==> config.mk <==
export PLATFORM = sky130hd
export DESIGN_NAME = mp3_frame_parser
export DESIGN_NICKNAME = d
export VERILOG_FILES = /design/src/rtl/mp3_pkg.sv /design/src/rtl/mp3_frame_len_rom.sv /design/src/rtl/mp3_frame_parser.sv
export SDC_FILE = /design/constraint.sdc
export NUM_CORES = 1
export LEC_CHECK = 0
export CORE_UTILIZATION = 30
export CTS_CLUSTER_DIAMETER = 30
export DETAILED_ROUTE_END_ITERATION = 8
export PLACE_DENSITY = 0.52
export SKIP_LAST_GASP = 1
export SYNTH_ARGS = -nofsm -noshare
export SYNTH_HDL_FRONTEND = slang
export SYNTH_SLANG_ARGS = --single-unit
export TNS_END_PERCENT = 1
==> constraint.sdc <==
create_clock -name clk -period 3.77 [get_ports clk]
set_input_delay 0.9425 -clock clk [delete_from_list [all_inputs] [get_ports clk]]
set_output_delay 0.9425 -clock clk [all_outputs]
set_load 0.05 [all_outputs]
sizes.png
The bar under the picture is 20 um long.
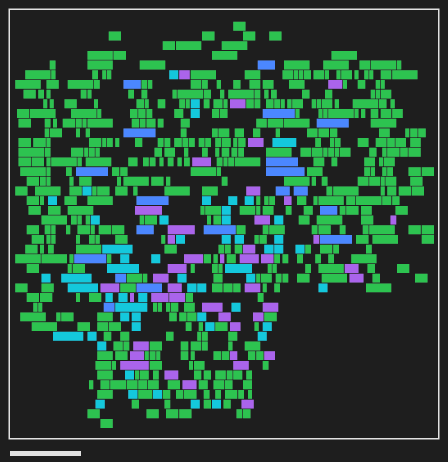
[_0 and _1 cells] green | cells: 506 | most used: nand2_1
[_6 and larger] blue | cells: 19 | most used: clkbuf_16
[_2 cells] purple | cells: 42 | most used: mux2_2
[_3 and _4 cells] cyan | cells: 55 | most used: buf_4
Signal buffers: 104
area added between synthesis and finish: 34.4%

placement.png
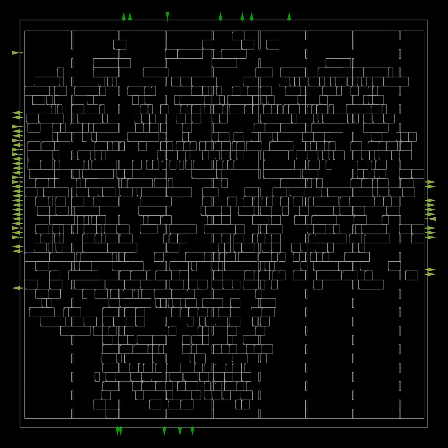
post-layout instance count excluding filler cells: 798
number of core rows: 42

==> qor.yml <==
run_status:
  outcome: "finished with violations"
  violated_checks: "negative setup slack"
synthesis:
  async_flop_share_pct: 0
  synthTopLogicFamily: "simple AND/OR/NAND/NOR gates"
  synthesis.instances: 532
  synth_simple_gate_area_share_pct: 25.2
  yosys.cell_count.top_type: "sky130_fd_sc_hd__nand2_1"
  synth_largest_type_area_fraction_pct: 28.2
  yosysWarningCount: 0
  yosys-stat-area_um2: 4190
  synth_xor_xnor_area_share_pct: 5.44
  synth.top_cells.by_count: "sky130_fd_sc_hd__nand2_1, sky130_fd_sc_hd__dfxtp_1, sky130_fd_sc_hd__nor2_1, sky130_fd_sc_hd__a21oi_1, sky130_fd_sc_hd__nand3_1"
  synthesis.nets: 564
  synthesized_area_per_cell_um2: 7.87
  mappedNetlistArea_um2: 4190
detailed_routing:
  wirelength_met1_um: 6110
  vias: 4162
  via_per_inst: 5.22
  wl_per_cell_um: 15.7
  tally_of_nets_with_antenna_violations_remaining_after_routing: 0
  detailroute.wirelength.met2_um: 5450
place:
  placed_cells_incl_taps: 768
  post_dp_cell_area_um2: 5160
  globalplace.congestion: 0.890
  port-buffer-count: 54
layout:
  final_common_cell: "sky130_fd_sc_hd__nand2_1"
  fillers: 1391
  area_share_nonclk_buffers_pct: 16.5
  clockBufferCount: 15
  layout-drive-gt1-share_pct: 18.6
  nNetsFinal: 649
  finalInstanceArea_um2: 5630
global_route:
  grt_max_degree: 35
  gr_util_met1_pct: 24.4
  globalRouteOverflowTotal: 0
  grt_pass1_vias: 3996
  number_of_antenna_violations_at_the_first_check_in_global_routing: 0
floorplanning:
  boundaryPins: 55
  well_tap_count: 176
  dieHeight_um: 120
  fp_util_pct: 31.1
clock_network:
  post_cts_resize_count: 9
  worst_skew_pair.late_latency_ns: 0.32
  ctsLongestPathBuffers: 2
  clock-root-buffer: "sky130_fd_sc_hd__clkbuf_16"
  cts_sinks: 59
  worst_setup_hold_path_clk_slew_ns: 0.05
  numCtsBuffers: 9
pwr:
  power.total_mw: 1.54
  seq_power_uw: 624
  power.largest_group: "the clock network"
  cell_internal_pwr_mw: 1.23
  net-switching-power_uw: 313
  seqPwrFrac_pct: 40.5
  power_frac_comb_pct: 3.6
critical_path:
  crit_top_cell: "sky130_fd_sc_hd__buf_4"
  critical_path_type: "reg2reg"
  worst-endpoint-required_ns: 4.00
  family_of_cells_with_the_greatest_summed_delay_on_the_critical_path: "AND-OR/OR-AND gates"
  endpoint_kind: "flip-flop"
  crit_chain: "buf_4, ha_1, or2_2, a21oi_2, o32a_1, nand2_1, nand2_1, xor2_1, nor2_1, ha_1, nand3_2, buf_4, nor4_2, o22ai_1, a211oi_2, a21boi_2, buf_4, buf_6, a211o_1, o31ai_1"
  critPathSlowestCell: "sky130_fd_sc_hd__dfxtp_4"
job:
  cap_violations: 0
  warnings: 39
timing:
  worst_pin_slew_ns: 0.669
  setup-violations-final: 16
  setup_skew_ns: 0.00624
  fin_crit_sh_pct: 102
  post-route-worst-setup-slack_ns: -0.0568
  final_hold_slack_ns: 0.451
  finalCriticalPeriod_ns: 3.83
min_path:
  hold_path_class: "reg2reg"
Power figures rest on the tool's default switching activity, not on a simulated workload.
